===== config.mk =====
export PLATFORM = sky130hd
export DESIGN_NAME = serial_shift_tx
export DESIGN_NICKNAME = d
export VERILOG_FILES = /design/src/rtl/serial_shift_tx.sv
export SDC_FILE = /design/constraint.sdc
export NUM_CORES = 1
export LEC_CHECK = 0
export ABC_AREA = 1
export CORE_AREA = 2 2 53 55
export CTS_CLUSTER_DIAMETER = 120
export CTS_CLUSTER_SIZE = 40
export DETAILED_ROUTE_END_ITERATION = 12
export DIE_AREA = 0 0 55 57
export GPL_TIMING_DRIVEN = 1
export HOLD_SLACK_MARGIN = 0.03
export PLACE_DENSITY = 0.56
export RECOVER_POWER = 50
export SLEW_MARGIN = 10
export SYNTH_ARGS = -nofsm -noshare
export SYNTH_HDL_FRONTEND = slang
export SYNTH_SLANG_ARGS = --single-unit

===== constraint.sdc =====
create_clock -name clk -period 1.7 [get_ports clk]
set_input_delay 0.17 -clock clk [delete_from_list [all_inputs] [get_ports clk]]
set_output_delay 0.17 -clock clk [all_outputs]
set_load 0.01 [all_outputs]

===== src/rtl/serial_shift_tx.sv =====
// serial_shift_tx: parallel-to-serial feeder for a shift-register receiver.
// Accepts one word per valid/ready handshake and presents it one bit per
// strobe on the receiver's right-shift (sr/ir, LSB first) or left-shift
// (sl/il, MSB first) serial input, then pulses done.
// Optional feature macro: SERIAL_SHIFT_TX_CLEAR_EN -- when defined, a CLEAR
// state pulses cl for one cycle before the first strobe so the receiver
// starts from zero; when undefined, cl is tied low and CLEAR does not exist.
module serial_shift_tx #(
    parameter int WIDTH = 4,
    parameter int DIV   = 1
) (
    input  logic             clk,
    input  logic             rst_n,
    input  logic [WIDTH-1:0] in_data,
    input  logic             in_dir,
    input  logic             in_valid,
    output logic             in_ready,
    output logic             sr,
    output logic             ir,
    output logic             sl,
    output logic             il,
    output logic             cl,
    output logic             busy,
    output logic             done
);

    localparam int BCW = $clog2(WIDTH + 1);
    localparam int DCW = (DIV > 1) ? $clog2(DIV) : 1;

    localparam logic [BCW-1:0] BIT_LOAD = BCW'(WIDTH);
    localparam logic [BCW-1:0] BIT_ONE  = BCW'(1);
    localparam logic [DCW-1:0] DIV_LAST = DCW'(DIV - 1);
    localparam logic [DCW-1:0] DIV_ONE  = DCW'(1);

`ifdef SERIAL_SHIFT_TX_CLEAR_EN
    typedef enum logic [1:0] {
        S_IDLE  = 2'd0,
        S_CLEAR = 2'd1,
        S_SHIFT = 2'd2,
        S_DONE  = 2'd3
    } state_t;
`else
    typedef enum logic [1:0] {
        S_IDLE  = 2'd0,
        S_SHIFT = 2'd2,
        S_DONE  = 2'd3
    } state_t;
`endif

    state_t           state_q,   state_d;
    logic [WIDTH-1:0] shreg_q,   shreg_d;
    logic             dir_q,     dir_d;
    logic [BCW-1:0]   bit_cnt_q, bit_cnt_d;
    logic [DCW-1:0]   div_cnt_q, div_cnt_d;

    logic accept;
    logic strobe;
    logic last_bit;

    // Word moves toward bit 0: the bit just sent on ir falls off the LSB end.
    function automatic logic [WIDTH-1:0] shift_right(input logic [WIDTH-1:0] v);
        return v >> 1;
    endfunction

    // Word moves toward the MSB: the bit just sent on il falls off the MSB end.
    function automatic logic [WIDTH-1:0] shift_left(input logic [WIDTH-1:0] v);
        return v << 1;
    endfunction

    // A handshake can only complete in IDLE, where in_ready is high.
    assign accept   = (state_q == S_IDLE) && in_valid;
    // One strobe per DIV cycles, starting on the first SHIFT cycle.
    assign strobe   = (state_q == S_SHIFT) && (div_cnt_q == '0);
    // The strobe that sends the final bit of the word.
    assign last_bit = strobe && (bit_cnt_q == BIT_ONE);

    // State register; reset mid-word drops straight back to IDLE.
    always_ff @(posedge clk or negedge rst_n) begin
        if (!rst_n) begin
            state_q <= S_IDLE;
        end else begin
            state_q <= state_d;
        end
    end

    // Next-state logic: IDLE -> [CLEAR] -> SHIFT -> DONE -> IDLE.
    always_comb begin
        state_d = state_q;
        case (state_q)
            S_IDLE: begin
                if (accept) begin
`ifdef SERIAL_SHIFT_TX_CLEAR_EN
                    state_d = S_CLEAR;
`else
                    state_d = S_SHIFT;
`endif
                end
            end
`ifdef SERIAL_SHIFT_TX_CLEAR_EN
            S_CLEAR: state_d = S_SHIFT;
`endif
            S_SHIFT: begin
                if (last_bit) begin
                    state_d = S_DONE;
                end
            end
            S_DONE:  state_d = S_IDLE;
            default: state_d = S_IDLE;
        endcase
    end

    // Datapath registers: shift word, direction and the two counters.
    always_ff @(posedge clk or negedge rst_n) begin
        if (!rst_n) begin
            shreg_q   <= '0;
            dir_q     <= 1'b0;
            bit_cnt_q <= '0;
            div_cnt_q <= '0;
        end else begin
            shreg_q   <= shreg_d;
            dir_q     <= dir_d;
            bit_cnt_q <= bit_cnt_d;
            div_cnt_q <= div_cnt_d;
        end
    end

    // Datapath next state: load on acceptance, shift and count on strobes.
    always_comb begin
        shreg_d   = shreg_q;
        dir_d     = dir_q;
        bit_cnt_d = bit_cnt_q;
        div_cnt_d = div_cnt_q;

        if (accept) begin
            shreg_d   = in_data;
            dir_d     = in_dir;
            bit_cnt_d = BIT_LOAD;
            div_cnt_d = '0;
        end else if (state_q == S_SHIFT) begin
            div_cnt_d = (div_cnt_q == DIV_LAST) ? '0 : (div_cnt_q + DIV_ONE);
            if (strobe) begin
                shreg_d   = dir_q ? shift_left(shreg_q) : shift_right(shreg_q);
                bit_cnt_d = bit_cnt_q - BIT_ONE;
            end
        end
    end

    // Outputs decoded from registered state only; no input reaches an output.
    always_comb begin
        in_ready = (state_q == S_IDLE);
        busy     = (state_q != S_IDLE);
        done     = (state_q == S_DONE);
        cl       = 1'b0;
        sr       = 1'b0;
        ir       = 1'b0;
        sl       = 1'b0;
        il       = 1'b0;
`ifdef SERIAL_SHIFT_TX_CLEAR_EN
        cl       = (state_q == S_CLEAR);
`endif
        if (strobe) begin
            if (dir_q) begin
                sl = 1'b1;
                il = shreg_q[WIDTH-1];
            end else begin
                sr = 1'b1;
                ir = shreg_q[0];
            end
        end
    end

endmodule


Run 1, clock network drawn from the DEF:
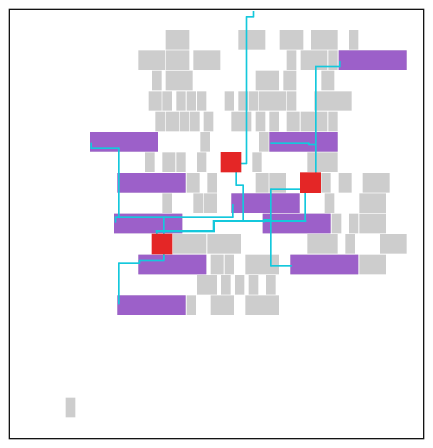
clock wires: marked cyan, length 153 um. flip-flops: marked purple, count 10. clock-net drivers: marked red, count 3.
There are 4 routed clock nets. Position of the flops: center.
share of total power in the clock network: 13.9%
power dissipated in the clock network: 217 uW
post-route clock skew: 1.36 ps

Run 1, placement view:
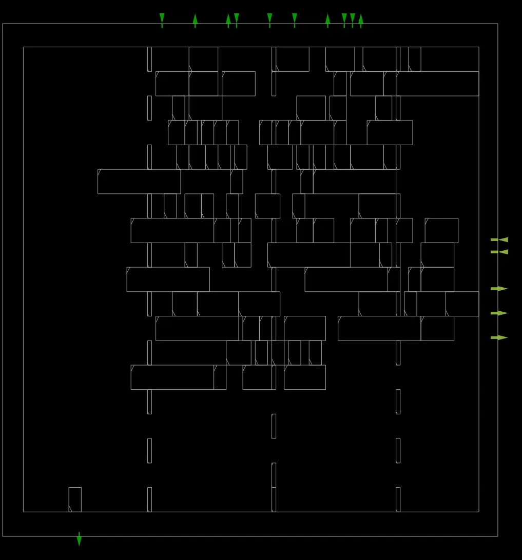
final instance count without filler cells: 123
Seq/total area: 31.3%

Run 1, close-up of the layout:
Scale bar: 10 um. Region (15, 5) to (40, 30) um. Cells in gray, sequential cells in the stronger gray; small squares are vias.
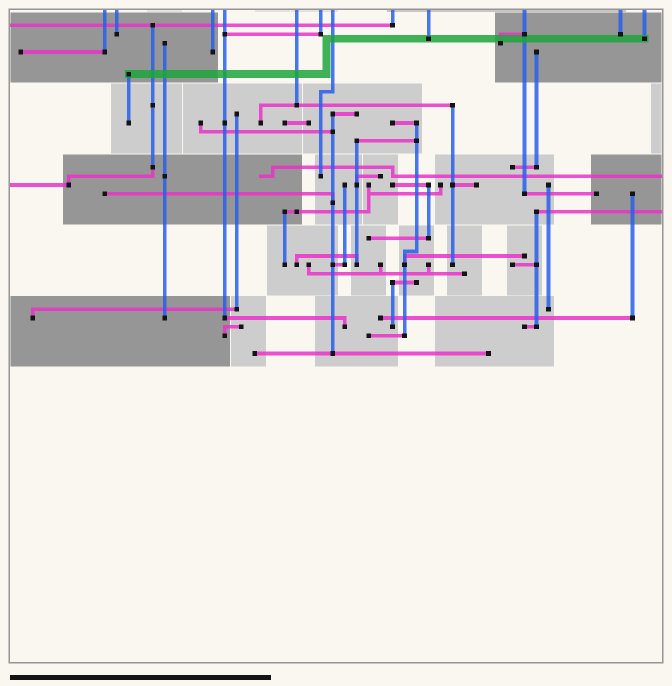
M3: marked green. M1: marked magenta. M2: marked blue.
Sequential cells in the window: 4. Most frequent: dfrtp_1 (4), nand2_1 (3). 18 logic cells have their middle in the window. Netlist names of flops here include bit_cnt_q (2).

Run 1, routed metal per tile:
The die is cut into 11 by 11 equal tiles; black is low, pale yellow is high, scaled to the fullest tile. Values are wire area over tile area, all layers added.
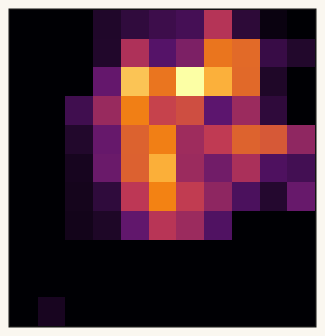
The emptiest ninth of the die: lower right. The fullest tile reaches 0.30. The densest ninth of the die: center. 47% of the tiles are nearly empty.

==> datasheet_impl.txt, run 1 <==
Physical design parameters

Parameter                              Value

Outcome
  Run status .................. finished clean

Cells and area
  Proportion of layout cells with a drive suffix above 1 .................. between 20% and 30%
  Number of nets in the final layout .................. 103

Setup path
  Worst Path Class, Setup .................. reg -> out
  Critical Path Sink .................. in_ready
  Cell with the biggest individual delay on the critical path .................. sky130_fd_sc_hd__clkdlybuf4s50_1
  Sort of element at the end of the critical path .................. output port
  Worst-path fanout max .................. 5
  Stages on worst setup path .................. 2
  Internal reg-to-reg setup slack .................. approximately 500 ps

Power
  Internal power component .................. just under 900 uW
  Switching share of power .................. 44.3%

Clock tree
  Number of buffers added by the clock tree synthesis step .................. 3
  CTS tree .................. built
  Longest Clk Path Bufs .................. 2
  Number of gates given a new drive strength after cts .................. 4

Logic synthesis
  Netlist area before placement .................. slightly above 600 um2
  Biggest area contributors in the synthesized netlist .................. sky130_fd_sc_hd__dfrtp_1 (40%), sky130_fd_sc_hd__nand2_1 (12%), sky130_fd_sc_hd__nand3_1 (6.4%), sky130_fd_sc_hd__inv_1 (5.4%), sky130_fd_sc_hd__ha_1 (4.0%)

Routing
  Final routed wirelength across all metal layers .................. ~1200 um
  Metal1 wirelength .................. ~570 um
  Initial DRC Count .................. 11
  Ratio of routed vias to standard cells .................. 4.14

Global routing
  Total global routing track utilization .................. a little under a tenth

Floorplanning
  Cell row count .................. 19
Run 1, logic cells by family:
Scale bar: 20 um.
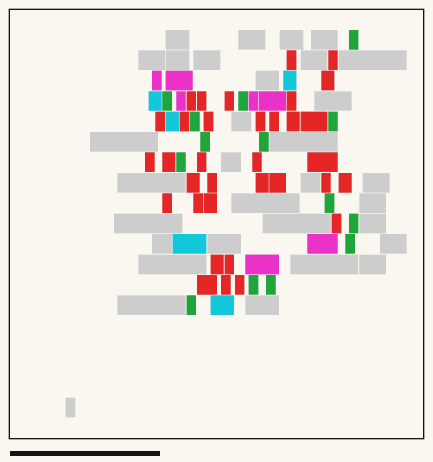

--- run 2 (diff from run 1) ---
--- a/config.mk
+++ b/config.mk
@@ -6,14 +6,14 @@
 export NUM_CORES = 1
 export LEC_CHECK = 0
 export ABC_AREA = 1
-export CORE_AREA = 2 2 53 55
+export CORE_AREA = 2 2 39 41
 export CTS_CLUSTER_DIAMETER = 120
 export CTS_CLUSTER_SIZE = 40
 export DETAILED_ROUTE_END_ITERATION = 12
-export DIE_AREA = 0 0 55 57
+export DIE_AREA = 0 0 41 43
 export GPL_TIMING_DRIVEN = 1
 export HOLD_SLACK_MARGIN = 0.03
-export PLACE_DENSITY = 0.56
+export PLACE_DENSITY = 0.87
 export RECOVER_POWER = 50
 export SLEW_MARGIN = 10
 export SYNTH_ARGS = -nofsm -noshare
==> constraint.sdc (replaced) <==
create_clock -name clk -period 2.1 [get_ports clk]
set_input_delay 0.21 -clock clk [delete_from_list [all_inputs] [get_ports clk]]
set_output_delay 0.21 -clock clk [all_outputs]
set_load 0.01 [all_outputs]
Run 2, logic cells by family:
Scale bar: 10 um.
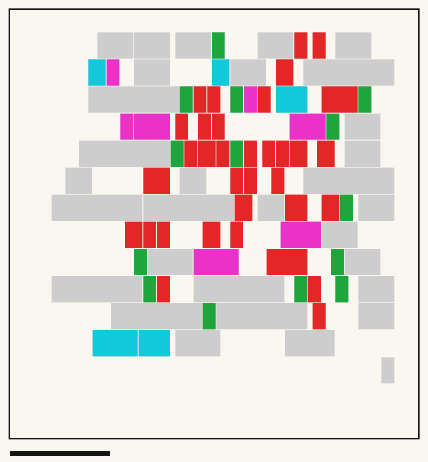
aoi and oai cells: marked cyan, cells 5. inv cells: marked green, cells 14. nand cells: marked red, cells 34. nor cells: marked magenta, cells 7.

==> run 2 against run 1 <==
  * Final area decreased by 2.2%
  * Register-to-register slack improved by 370 ps
  * Global-route usage grew 6.1 points
  * Power down 18%
  * Clock skew increased by 5.0 ps
  * Combinational power decreased by 17%
  * Via count decreased by 2.4%
  * Critical path depth rose by 2
  * Largest power group unchanged
==> datasheet_impl.txt, run 2 <==
Physical design parameters

Parameter                              Value

Run
  Max cap viols .................. 0

Timing
  Number of hold-slack violations in the final timing report .................. 0
  Post-route clock skew .................. roughly 6.4 ps
  TNS Setup .................. 0 ps

Routing
  Final routed wirelength across all metal layers .................. ~1100 um
  Remaining antenna violation count after routing .................. 0
  Metal1 wirelength .................. a little over 500 um
  Ratio of routed vias to standard cells .................. 4.64

Setup path
  Worst-path fanout max .................. 14
  Critical Path Sink .................. sr
  Sort of element at the end of the critical path .................. output port
  Worst Path Class, Setup .................. reg -> out
  Cell with the biggest individual delay on the critical path .................. sky130_fd_sc_hd__clkdlybuf4s50_1
  Stages on worst setup path .................. 4
  Internal reg-to-reg setup slack .................. 870 ps
  Cell type group with the largest total delay on the critical path .................. buffers and inverters

Cells and area
  Commonest non-fill, non-tap cells in the layout .................. sky130_fd_sc_hd__nand2_1 (22), sky130_fd_sc_hd__clkdlybuf4s50_1 (13), sky130_fd_sc_hd__dfrtp_1 (10)
  Largest registers ranked by flip-flop count .................. shreg_q x4, bit_cnt_q x3, state_q x2
  Seq/total area .................. 32.1%
  Top reg by flops .................. shreg_q
  Final instance count without filler cells .................. ~110
  Final instance area .................. about 800 um2
  Proportion of layout cells with a drive suffix above 1 .................. about a fifth
  Number of nets in the final layout .................. 102

Power
  Switching share of power .................. 43.5%
  Power dissipated in the clock network .................. between 150 and 200 uW
  Largest Pwr Group .................. combinational logic
  Share of total power in the clock network .................. 13.3%
  Internal power component .................. between 700 and 800 uW

Floorplanning
  Number of I/O pins .................. 16
  Cell row count .................. 14
  Floorplan utilization .................. between 40 and 50%

Logic synthesis
  Netlist area before placement .................. 622 um2
  Biggest area contributors in the synthesized netlist .................. sky130_fd_sc_hd__dfrtp_1 (40%), sky130_fd_sc_hd__nand2_1 (12%), sky130_fd_sc_hd__nand3_1 (6.4%), sky130_fd_sc_hd__inv_1 (5.4%), sky130_fd_sc_hd__ha_1 (4.0%)

Clock tree
  Number of gates given a new drive strength after cts .................. 0
  Longest Clk Path Bufs .................. 2
  CTS tree .................. built
  Count of H-tree levels built during CTS .................. 1

Placed design
  Placed cell area .................. 754 um2

Outcome
  Run status .................. finished clean

Worst hold path
  Worst min path class .................. in -> async

Global routing
  Total global routing track utilization .................. between 10% and 20%
  Pin count of the biggest net entering global routing .................. 15
No activity file was given, so power comes from the tool's default toggle rates.
